### config.mk
export PLATFORM = sky130hd
export DESIGN_NAME = sram_arbiter
export DESIGN_NICKNAME = d
export VERILOG_FILES = /design/src/rtl/sram_arbiter.sv
export SDC_FILE = /design/constraint.sdc
export NUM_CORES = 1
export LEC_CHECK = 0
export CELL_PAD_IN_SITES_DETAIL_PLACEMENT = 1
export CELL_PAD_IN_SITES_GLOBAL_PLACEMENT = 1
export CORE_ASPECT_RATIO = 0.75
export CORE_UTILIZATION = 15
export DETAILED_ROUTE_END_ITERATION = 7
export GPL_ROUTABILITY_DRIVEN = 0
export PLACE_DENSITY_LB_ADDON = 0.1
export SLEW_MARGIN = 20
export SYNTH_ARGS = -nofsm -noshare
export SYNTH_HDL_FRONTEND = slang
export SYNTH_SLANG_ARGS = --single-unit
### constraint.sdc
create_clock -name clk -period 2.1 [get_ports clk]
set_clock_uncertainty 0.2 [all_clocks]
set_input_delay 0.315 -clock clk [delete_from_list [all_inputs] [get_ports clk]]
set_output_delay 0.315 -clock clk [all_outputs]
set_load 0.02 [all_outputs]
### src/rtl/sram_arbiter.sv
// Three-master to one-slave arbiter for an SRAM-like bus: fixed priority
// dcache > uncached > icache, with a starvation override for icache.
module sram_arbiter #(
    parameter int unsigned STARVE_LIMIT = 8
) (
    input  logic        clk,
    input  logic        resetn,
    input  logic [2:0]  m_req,
    input  logic [2:0]  m_wr,
    input  logic [5:0]  m_size,
    input  logic [95:0] m_addr,
    input  logic [95:0] m_wdata,
    output logic [31:0] m_rdata,
    output logic [2:0]  m_addr_ok,
    output logic [2:0]  m_data_ok,
    output logic        s_req,
    output logic        s_wr,
    output logic [1:0]  s_size,
    output logic [31:0] s_addr,
    output logic [31:0] s_wdata,
    input  logic [31:0] s_rdata,
    input  logic        s_addr_ok,
    input  logic        s_data_ok
);

    localparam logic [3:0] Limit = 4'(STARVE_LIMIT);

    typedef enum logic [1:0] {
        StIdle,
        StAddr,
        StData
    } state_e;

    state_e      state_q, state_d;
    logic [1:0]  grant_q, grant_d;
    logic [3:0]  starve_q, starve_d;
    logic [1:0]  winner;
    logic        sel_req;
    logic        sel_wr;
    logic [1:0]  sel_size;
    logic [31:0] sel_addr;
    logic [31:0] sel_wdata;

    assign m_rdata = s_rdata;

    always_ff @(posedge clk or negedge resetn) begin
        if (!resetn) begin
            state_q  <= StIdle;
            grant_q  <= 2'd0;
            starve_q <= 4'd0;
        end else begin
            state_q  <= state_d;
            grant_q  <= grant_d;
            starve_q <= starve_d;
        end
    end

    // Request/payload mux for the currently granted master.
    always_comb begin
        sel_req   = m_req[0];
        sel_wr    = m_wr[0];
        sel_size  = m_size[1:0];
        sel_addr  = m_addr[31:0];
        sel_wdata = m_wdata[31:0];
        unique case (grant_q)
            2'd1: begin
                sel_req   = m_req[1];
                sel_wr    = m_wr[1];
                sel_size  = m_size[3:2];
                sel_addr  = m_addr[63:32];
                sel_wdata = m_wdata[63:32];
            end
            2'd2: begin
                sel_req   = m_req[2];
                sel_wr    = m_wr[2];
                sel_size  = m_size[5:4];
                sel_addr  = m_addr[95:64];
                sel_wdata = m_wdata[95:64];
            end
            default: ;
        endcase
    end

    // icache jumps the queue once it has lost STARVE_LIMIT times in a row.
    always_comb begin
        winner = 2'd0;
        if (m_req[0] && (starve_q == Limit)) begin
            winner = 2'd0;
        end else if (m_req[1]) begin
            winner = 2'd1;
        end else if (m_req[2]) begin
            winner = 2'd2;
        end
    end

    always_comb begin
        state_d   = state_q;
        grant_d   = grant_q;
        starve_d  = starve_q;
        s_req     = 1'b0;
        s_wr      = 1'b0;
        s_size    = 2'd0;
        s_addr    = 32'd0;
        s_wdata   = 32'd0;
        m_addr_ok = 3'b000;
        m_data_ok = 3'b000;
        unique case (state_q)
            StIdle: begin
                if (|m_req) begin
                    grant_d = winner;
                    state_d = StAddr;
                    if (winner == 2'd0) begin
                        starve_d = 4'd0;
                    end else if (m_req[0] && (starve_q != Limit)) begin
                        starve_d = starve_q + 4'd1;
                    end
                end
            end
            StAddr: begin
                s_req   = 1'b1;
                s_wr    = sel_wr;
                s_size  = sel_size;
                s_addr  = sel_addr;
                s_wdata = sel_wdata;
                if (s_addr_ok) begin
                    m_addr_ok = 3'b001 << grant_q;
                    if (s_data_ok) begin
                        m_data_ok = 3'b001 << grant_q;
                        state_d   = StIdle;
                    end else begin
                        state_d = StData;
                    end
                end else if (!sel_req) begin
                    state_d = StIdle;
                end
            end
            StData: begin
                if (s_data_ok) begin
                    m_data_ok = 3'b001 << grant_q;
                    state_d   = StIdle;
                end
            end
            default: state_d = StIdle;
        endcase
    end

endmodule
### Signal wires on met2

The bar under the picture is 50 um long.
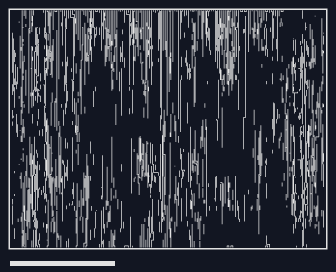
nets with wire on the layer = 774
longest straight run = 51.7 um
share of all routed wire = 51%
main direction = vertical
via count: 3787
M2 GR Usage: 30.6%
WL final: 15300 um

### Clock distribution

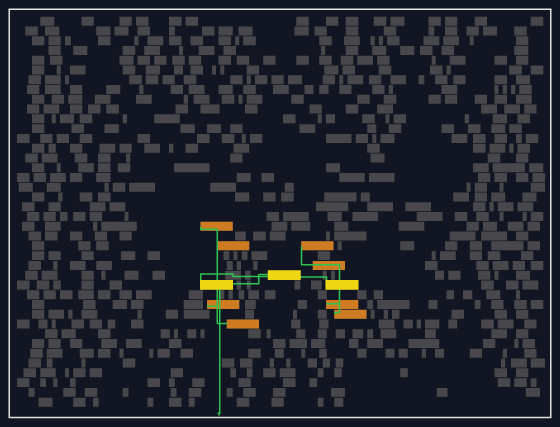
cells driving clock nets -> yellow  # count 3
flip-flops -> orange  # count 8
clock wires -> green  # length 171 um
routed clock nets = 4
Clk pwr share: 3.4%
Clock Power: 0.315 mW

### Cell placement

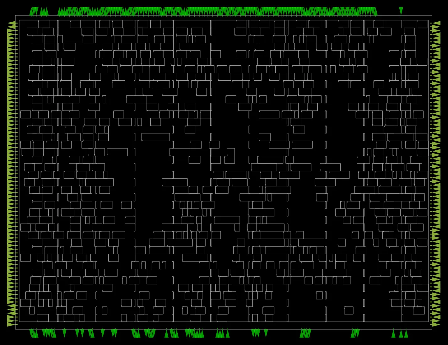
Std-Cell Rows: 40
flop share of the area: 3.22%

### Cells coloured by class

The bar under the picture is 50 um long. Fill, decap, tap and diode cells in grey.
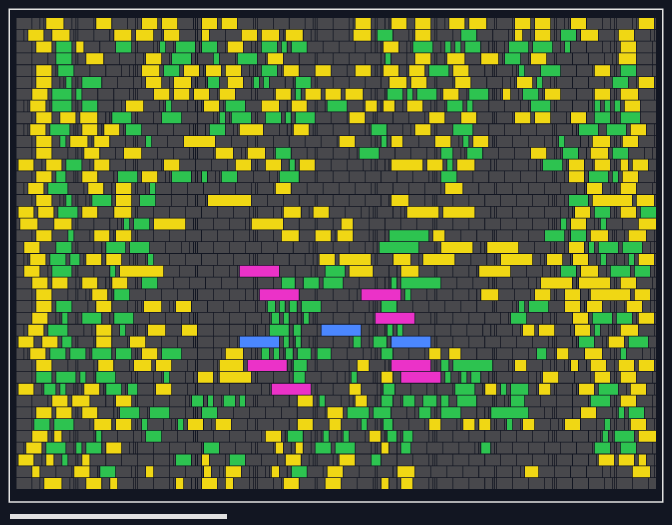
all other logic -> green  # cells 262
cells driving clock nets -> blue  # cells 3
flip-flops -> magenta  # cells 8
other buffers and delay cells -> yellow  # cells 330
design area: 6220 um^2
Core Util, Final: 38.7%

power breakdown:
part           switching (mW)  internal [mW]  total, mW
Clock                  0.0696          0.245      0.315
Sequential             0.0584          0.216      0.274
Combinational            4.35           4.20       8.55
Total                    4.48           4.66       9.14
worst max-delay path, stage by stage, from the launching register on:
cell     delay (ns)
dfrtp_1        0.40
buf_6          0.13
ha_4           0.17
buf_12         0.15
buf_12         0.14
a22oi_2        0.18
nand2_1        0.09
o211a_1        0.14
buf_6          0.13
what timing repair did:
item	4_1_cts	5_1_grt
pin swaps	11	28
resized	394	77
setup buffers	12	0
endpoints found under the hold margin	0	0
cloned	2	2
setup endpoints to repair	74	72
cell type report:
type	count	area [um^2]	share of cell area, %
Timing Repair Buffer	330	3430	55.2
Multi-Input combinational cell	256	2230	35.8
Sequential cell	8	200	3.22
Clock buffer	3	75.1	1.21
Inverter	6	22.5	0.362
Tap cell	210	263	4.22
worst max path at each step:
stage / startpoint / end / slack [ns] / cells past startpoint
2_1_floorplan: state_q[1] / s_addr[10] / -0.02 / 5
3_3_place_gp: grant_q[1] / s_wdata[31] / -0.42 / 8
3_5_place_dp: grant_q[1] / s_wr / -0.42 / 8
4_1_cts: grant_q[1] / s_wr / -0.21 / 8
5_1_grt: grant_q[1] / s_wdata[25] / -0.29 / 8
6_report: grant_q[1] / s_wdata[25] / -0.19 / 8
state kept, by name (all words and copies together) (netlist names):
name and count:
starve_q 4, grant_q 2, state_q 2
cell families after synthesis:
| family | after synthesis | share of synthesized area [%] |
|---|---|---|
| compound gates | 150 | 52.0 |
| simple gates | 96 | 17.6 |
| mux | 1 | 0.404 |
| buf+inv | 79 | 17.4 |
| fa+ha+maj | 9 | 4.55 |
| flops | 8 | 8.08 |
==> reports/metrics.yaml <==
routing:
  drt_pass1_iterations: 4
  met1_length_um: 5750
  drc: 0
  maxUsedRoutingLayer: "met4"
  wl_met2_um: 7830
  dr_wl_met3_um: 1720
  first_iter_violations: 87
  vias_per_cell: 4.66
global_route:
  busiest_layer: "met2"
  grt_first_pass_wirelength_um: 21500
  grt.total_usage_pct: 16.2
  grt_use_met1_pct: 17.6
  antenna_found_initial: 0
  grt_pass1_vias: 3921
  overflow: 0
  met3_usage_pct: 6.17
worst_hold_path:
  hp-class: "input pin to asynchronous set/reset pin"
clock_network:
  ctsHoldBuffers: 0
  cts_tree: "built"
  path_clk_slew_ns: 0.04
  insertion_delay_ns: 0.23
  cts.htree.levels: 1
  cts_sinks: 8
critical_path:
  rr_worst_depth: 7
  r2r_slack_ns: 0.12
  cp-end-kind: "output port"
  critPathKind: "flop to output port"
  crit_required_ns: 1.58
  crit_path_start_kind: "flop"
  cp.arrival_ns: 1.77
  crit_path_max_fanout: 8
  rr_endpoint: "state_q[1]"
floorplanning:
  coreArea_um2: 16100
  die_h_um: 113
  initCoreUtil_pct: 15.4
yosys:
  ff_type: "dfrtp_1"
  syn-num-nets: 592
  synth_cells: 343
  synth_seq_share_pct: 8.08
  top_area_cell: "o211a_1"
  top_cells_by_count: "nand2_1 (75), a22oi_1 (68), o211a_1 (67), buf_4 (32), clkbuf_1 (31)"
  edf_count: 0
  syn_area_um2: 2480
  post-synth-top-count-cell: "nand2_1"
  yosys-top-cells-area: "o211a_1 (27%), a22oi_1 (21%), nand2_1 (11%), buf_4 (9.7%), dfrtp_1 (8.1%)"
  async_flop_share_pct: 100
  yosys_cells: 343
  yosysChipArea_um2: 2480
  synth_cell_type_count: 32
  top_area_share_pct: 27.1
  ys.flops: 8
timing:
  fin_hold_ws_ns: 0.180
  setup_ws_ns: -0.189
  worst_pin_slew_ns: 0.455
  clock.fmax_ghz: 0.437
  min_period_ns: 2.29
  maxSlewViolCount: 0
  finalSetupTns_ns: -8.12
  finalSetupViolations: 67
  hold_violations: 0
  slew_headroom_pct: 69.3
finish:
  diodes: 0
  layout.nets: 854
  fill_cells: 1856
  mostFrequentLayoutCell: "clkdlybuf4s50_1"
  fin_cells: 813
  syn_to_final_growth_pct: 151
place:
  detailed_place.area_um2: 5590
  dp_slack_ns: -0.419
  dp_hpwl_um: 12000
  dp_cells: 797
  numPortBuffers: 281
pwr:
  p_per_area_nw_per_um2: 1470
  total_power_mw: 9.14
  p_leak_nw: 3.01
  ir_worst_vdd_mv: 0.566
status:
  status: "finished, violations left"
  violations: "negative setup slack"
job:
  max_cap_violations: 0
Power and IR drop assume default switching activity.
